Run 1, cell density map:
Bar = 10 um. 10 x 10 tiles, from white (low) to dark blue (high), 0 to 100% covered.
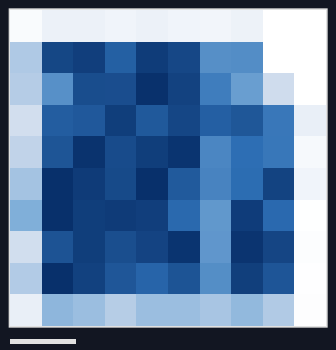
Run 1, gate families picked out:
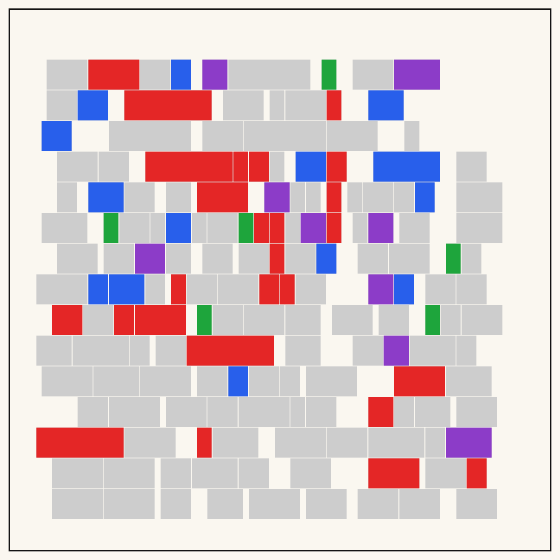
Run 1, cell outlines without signal wires:
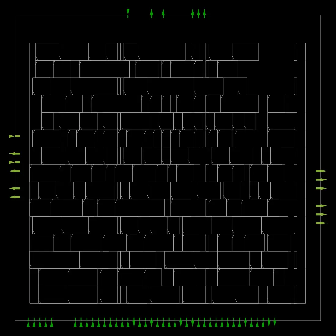
Run 1, wires at chosen ports, followed through buffers:
Bar = 10 um.
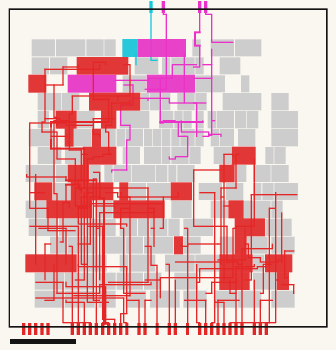
[src/rtl/mips_multicycle_ctrl.sv]
// Multicycle MIPS-subset control FSM: FETCH/DECODE/EXEC/MEM/WB sequencing
// with combinational strobes and datapath selects derived from state and instruction.
module mips_multicycle_ctrl (
  input  logic        clk_i,
  input  logic        rst_i,
  input  logic [31:0] instr_i,
  input  logic        mem_ready_i,
  input  logic        zero_i,
  output logic [2:0]  state_o,
  output logic        mem_req_o,
  output logic        mem_we_o,
  output logic        mem_addr_sel_o,
  output logic        ir_we_o,
  output logic        pc_we_o,
  output logic [1:0]  pc_src_o,
  output logic        rf_we_o,
  output logic [1:0]  rd_addr_sel_o,
  output logic [1:0]  src_rd_data_o,
  output logic [3:0]  alu_op_o,
  output logic        alu_operand_b_o,
  output logic        illegal_o,
  output logic        retired_o
);

  typedef enum logic [2:0] {
    S_FETCH  = 3'd0,
    S_DECODE = 3'd1,
    S_EXEC   = 3'd2,
    S_MEM    = 3'd3,
    S_WB     = 3'd4
  } state_e;

  state_e state_q, state_d;

  logic [5:0] opcode, funct;
  logic [4:0] shamt, rt, rd;
  logic is_r, is_jr, is_lw, is_sw, is_beq, is_bne, is_addi, is_andi, is_j, is_jal;
  logic legal_exec;
  logic unused_rs;

  assign opcode    = instr_i[31:26];
  assign funct     = instr_i[5:0];
  assign shamt     = instr_i[10:6];
  assign rt        = instr_i[20:16];
  assign rd        = instr_i[15:11];
  assign unused_rs = ^instr_i[25:21];

  always_comb begin
    is_r = 1'b0;
    if (opcode == 6'h00 && shamt == 5'd0) begin
      case (funct)
        6'h20, 6'h22, 6'h24, 6'h25, 6'h2A: is_r = 1'b1;
        default:                           is_r = 1'b0;
      endcase
    end
  end

  assign is_jr      = (opcode == 6'h00) && (rt == 5'd0) && (rd == 5'd0) &&
                      (shamt == 5'd0) && (funct == 6'h08);
  assign is_lw      = (opcode == 6'h23);
  assign is_sw      = (opcode == 6'h2B);
  assign is_beq     = (opcode == 6'h04);
  assign is_bne     = (opcode == 6'h05);
  assign is_addi    = (opcode == 6'h08);
  assign is_andi    = (opcode == 6'h0C);
  assign is_j       = (opcode == 6'h02);
  assign is_jal     = (opcode == 6'h03);
  assign legal_exec = is_r | is_lw | is_sw | is_beq | is_bne | is_addi | is_andi;

  always_ff @(posedge clk_i) begin
    if (rst_i) state_q <= S_FETCH;
    else       state_q <= state_d;
  end

  assign state_o = state_q;

  always_comb begin
    state_d         = S_FETCH;
    mem_req_o       = 1'b0;
    mem_we_o        = 1'b0;
    mem_addr_sel_o  = 1'b0;
    ir_we_o         = 1'b0;
    pc_we_o         = 1'b0;
    pc_src_o        = 2'd0;
    rf_we_o         = 1'b0;
    rd_addr_sel_o   = 2'd0;
    src_rd_data_o   = 2'd0;
    alu_op_o        = 4'h0;
    alu_operand_b_o = 1'b0;
    illegal_o       = 1'b0;
    retired_o       = 1'b0;

    case (state_q)
      S_FETCH: begin
        mem_req_o = 1'b1;
        if (mem_ready_i) begin
          ir_we_o = 1'b1;
          pc_we_o = 1'b1;
          state_d = S_DECODE;
        end else begin
          state_d = S_FETCH;
        end
      end
      S_DECODE: begin
        if (is_j || is_jal) begin
          pc_we_o   = 1'b1;
          pc_src_o  = 2'd2;
          retired_o = 1'b1;
          if (is_jal) begin
            rf_we_o       = 1'b1;
            rd_addr_sel_o = 2'd2;
            src_rd_data_o = 2'd2;
          end
        end else if (is_jr) begin
          pc_we_o   = 1'b1;
          pc_src_o  = 2'd3;
          retired_o = 1'b1;
        end else if (legal_exec) begin
          state_d = S_EXEC;
        end else begin
          illegal_o = 1'b1;
        end
      end
      S_EXEC: begin
        if (is_r)                 alu_op_o = funct[3:0];
        else if (is_andi)         alu_op_o = 4'h4;
        else if (is_beq | is_bne) alu_op_o = 4'h2;
        alu_operand_b_o = is_r | is_beq | is_bne;
        if (is_beq || is_bne) begin
          pc_src_o  = 2'd1;
          pc_we_o   = (is_beq & zero_i) | (is_bne & ~zero_i);
          retired_o = 1'b1;
        end else if (is_lw || is_sw) begin
          state_d = S_MEM;
        end else begin
          state_d = S_WB;
        end
      end
      S_MEM: begin
        mem_req_o      = 1'b1;
        mem_addr_sel_o = 1'b1;
        mem_we_o       = is_sw;
        if (!mem_ready_i)  state_d = S_MEM;
        else if (is_sw)    retired_o = 1'b1;
        else               state_d = S_WB;
      end
      S_WB: begin
        rf_we_o   = 1'b1;
        retired_o = 1'b1;
        if (is_lw) begin
          rd_addr_sel_o = 2'd1;
          src_rd_data_o = 2'd1;
        end else if (!is_r) begin
          rd_addr_sel_o = 2'd1;
        end
      end
      default: state_d = S_FETCH;
    endcase

    // Reset abandons any in-flight access immediately, so strobes drop this cycle.
    if (rst_i) begin
      mem_req_o = 1'b0;
      mem_we_o  = 1'b0;
      ir_we_o   = 1'b0;
      pc_we_o   = 1'b0;
      rf_we_o   = 1'b0;
      illegal_o = 1'b0;
      retired_o = 1'b0;
    end
  end

endmodule
[config.mk]
export PLATFORM = sky130hd
export DESIGN_NAME = mips_multicycle_ctrl
export DESIGN_NICKNAME = d
export VERILOG_FILES = /design/src/rtl/mips_multicycle_ctrl.sv
export SDC_FILE = /design/constraint.sdc
export NUM_CORES = 1
export LEC_CHECK = 0
export CORE_MARGIN = 2
export CORE_UTILIZATION = 27
export DETAILED_ROUTE_END_ITERATION = 8
export PLACE_DENSITY = 0.82
export SLEW_MARGIN = 20
export SYNTH_ARGS = -nofsm -noshare
export SYNTH_HDL_FRONTEND = slang
export SYNTH_SLANG_ARGS = --single-unit
export TNS_END_PERCENT = 20
[constraint.sdc]
create_clock -name clk_i -period 3.5 [get_ports clk_i]
set_clock_uncertainty 0.15 [all_clocks]
set_input_delay 0.875 -clock clk_i [delete_from_list [all_inputs] [get_ports clk_i]]
set_output_delay 0.875 -clock clk_i [all_outputs]
set_load 0.02 [all_outputs]
==> results_dict.tcl <==
# place-and-route summary
set metrics [dict create \
    hold_slack_ns 0.483 \
    synth_cells 84 \
    critPathMaxFanout 4 \
    fin_setup_tns_ns 0 \
    remaining_drc_errors 0 \
    syn_to_final_growth_pct 167 \
    worst-path-buf-inv 2 \
    fin_crit_sh_pct 99.3 \
    grtUsageTotal_pct 26.0 \
    use_met1_pct 30.5 \
    ys_sh_simple_pct 55.5 \
    cpLargestDelayFamily "buffers and inverters" \
    met3WireLength_um 224 \
    diodes 0 \
    cp.required_ns 2.47 \
    antenna_left 0 \
    crit_slowest_cell "clkdlybuf4s50_1" \
    worstSetupStartpointType "input pin" \
    clkPwrFrac_pct 33.2 \
    place_area_um2 1210 \
    finalWirelength_mm 3.19 \
    floorplan.nets 120 \
    min_period_ns 3.48 \
    vias 1027 \
    fin_ws_ns 0.0241 \
    cts_sinks 3 \
    cpMostUsedCell "clkdlybuf4s50_1" \
    swShare_pct 34.5 \
    dr_wl_met2_mm 1.77 \
    synth-compound-area-share_pct 22.1 \
    ir_drop_uv 127 \
    fa_ha_area_share_pct 0 \
    highest_layer "met4" \
    cp.arrival_ns 2.45 \
    cts_tree "yes" \
    synth_top_cell_by_area "dfxtp_1" \
    cts_max_path_buffers 2 \
    post_cts_resized 71 \
    viasPerCell 5.49 \
    lay_top_cells "buf_4 (27), clkdlybuf4s50_1 (16), dlymetal6s2s_1 (14)" \
    synth_chip_area_um2 520 \
    utilization_pct 78.8 \
    seq_area_um2 60.1 \
    gp_congestion 0.871 \
    outcome "finished, final reports clean" \
    grt_antenna_before_repair 0 \
    grt_util_met3_pct 3.02 \
    hp-start "state_o[2]" \
    max_stage_delay_ns 0.60 \
    tightestPinTransition_ns 0.307 \
    top_cell_area_share_pct 11.5 \
    hold_buffers 0 \
    wl_per_cell_um 17.1 \
    synthArstFlopShare_pct 0 \
    p_per_area_nw_per_um2 145 \
    switchingPower_uw 69.4 \
    p_seq_share_pct 18.1 \
    p_leak_uw 0.000704 \
    path_clk_slew_ns 0.04 \
    rsz0062_at_grt "true" \
    worstRegToRegCells 5 \
    dp_hpwl_mm 2.20 \
    fmax_ghz 0.288 \
    drt_iter0_drc 59 \
    cp-end-kind "primary output" \
    grtUsageMet2_pct 49.9 \
    top_cells_by_count "nand2_1 (11), nor2_1 (11), nor4_1 (7), inv_1 (6)" \
    warnings 33 \
    comb_power_share_pct 48.7 \
    hold_viol 0 \
    logic_family "simple AND/OR/NAND/NOR gates" \
    ys_warn_count 0 \
    grt_max_degree 10 \
    numCtsBuffers 3 \
    cts_setup_buffers 1 \
    drive_above_1_share_pct 38.9 \
    placed_cells 179 \
    final-max-slew-violation-count 0 \
    synth.distinct_cells 31 \
    fin_area_um2 1390 \
    syn_area_um2 520 \
    gr-max-usage-layer "met2" \
    xor_area_share_pct 1.68 \
    r2r-start "state_o[2]" \
    die-width_um 47.9 \
    path_depth 4 \
    internal_power_uw 132 \
    setup_viol 0 \
    synth-edff-count 0 \
    ys_seq_share_pct 11.5 \
    fp-utilization_pct 29.5 \
]
-- 'cell density map' (at the start) --
The emptiest ninth of the die: upper right. 9.0% of the tiles are nearly empty. 50% of the tiles are over 75% full. The fullest tile reaches 100%.

-- 'gate families picked out' (at the start) --
inverters: drawn in green, cells 6. AND and OR gates: drawn in purple, cells 9. NOR gates: drawn in red, cells 26. inverting AOI/OAI gates: drawn in blue, cells 14.

-- 'cell outlines without signal wires' (at the start) --
# fillers: 140
core box area: 1760 um^2
Rows: 15
final cell count without fillers: 187
sequential share of cell area: 4.32%

-- 'wires at chosen ports, followed through buffers' (at the start) --
ir_we_o: drawn in cyan, bits 1, direction output, end cells 1, buffers 1, wire 10.0 um. instr_i: drawn in red, bits 32, direction input, end cells 29, buffers 34, wire 1090 um. state_o: drawn in magenta, bits 3, direction output, end cells 3, buffers 3, wire 150 um.

==> run 1: final timing paths <==
kind	endpoint	slack [ns]
worst max-delay path	ir_we_o	0.02
worst min-delay path	state_o[0]	0.48
worst max register to register	state_o[0]	1.95
worst min register to register	state_o[0]	0.48
==> run 1: area by class of cell <==
class	count	area share (%)
Sequential cell	3	4.32
Clock buffer	4	1.89
Tap cell	25	2.25
Timing Repair Buffer	77	51.0
Multi-Input combinational cell	72	38.9
Inverter	6	1.62
==> run 1: power groups by stage <==
stage | combinational (uW) | clock, uW | sequential (uW)
6_report | 97.9 | 66.7 | 36.4
3_3_place_gp | 82.8 | 0 | 36.8
2_1_floorplan | 21.5 | 0 | 37.7
3_5_place_dp | 85.3 | 0 | 36.9
5_1_grt | 103 | 68.1 | 36.5
4_1_cts | 84.4 | 66.6 | 36.4
Power is estimated from default activity; no workload was simulated.
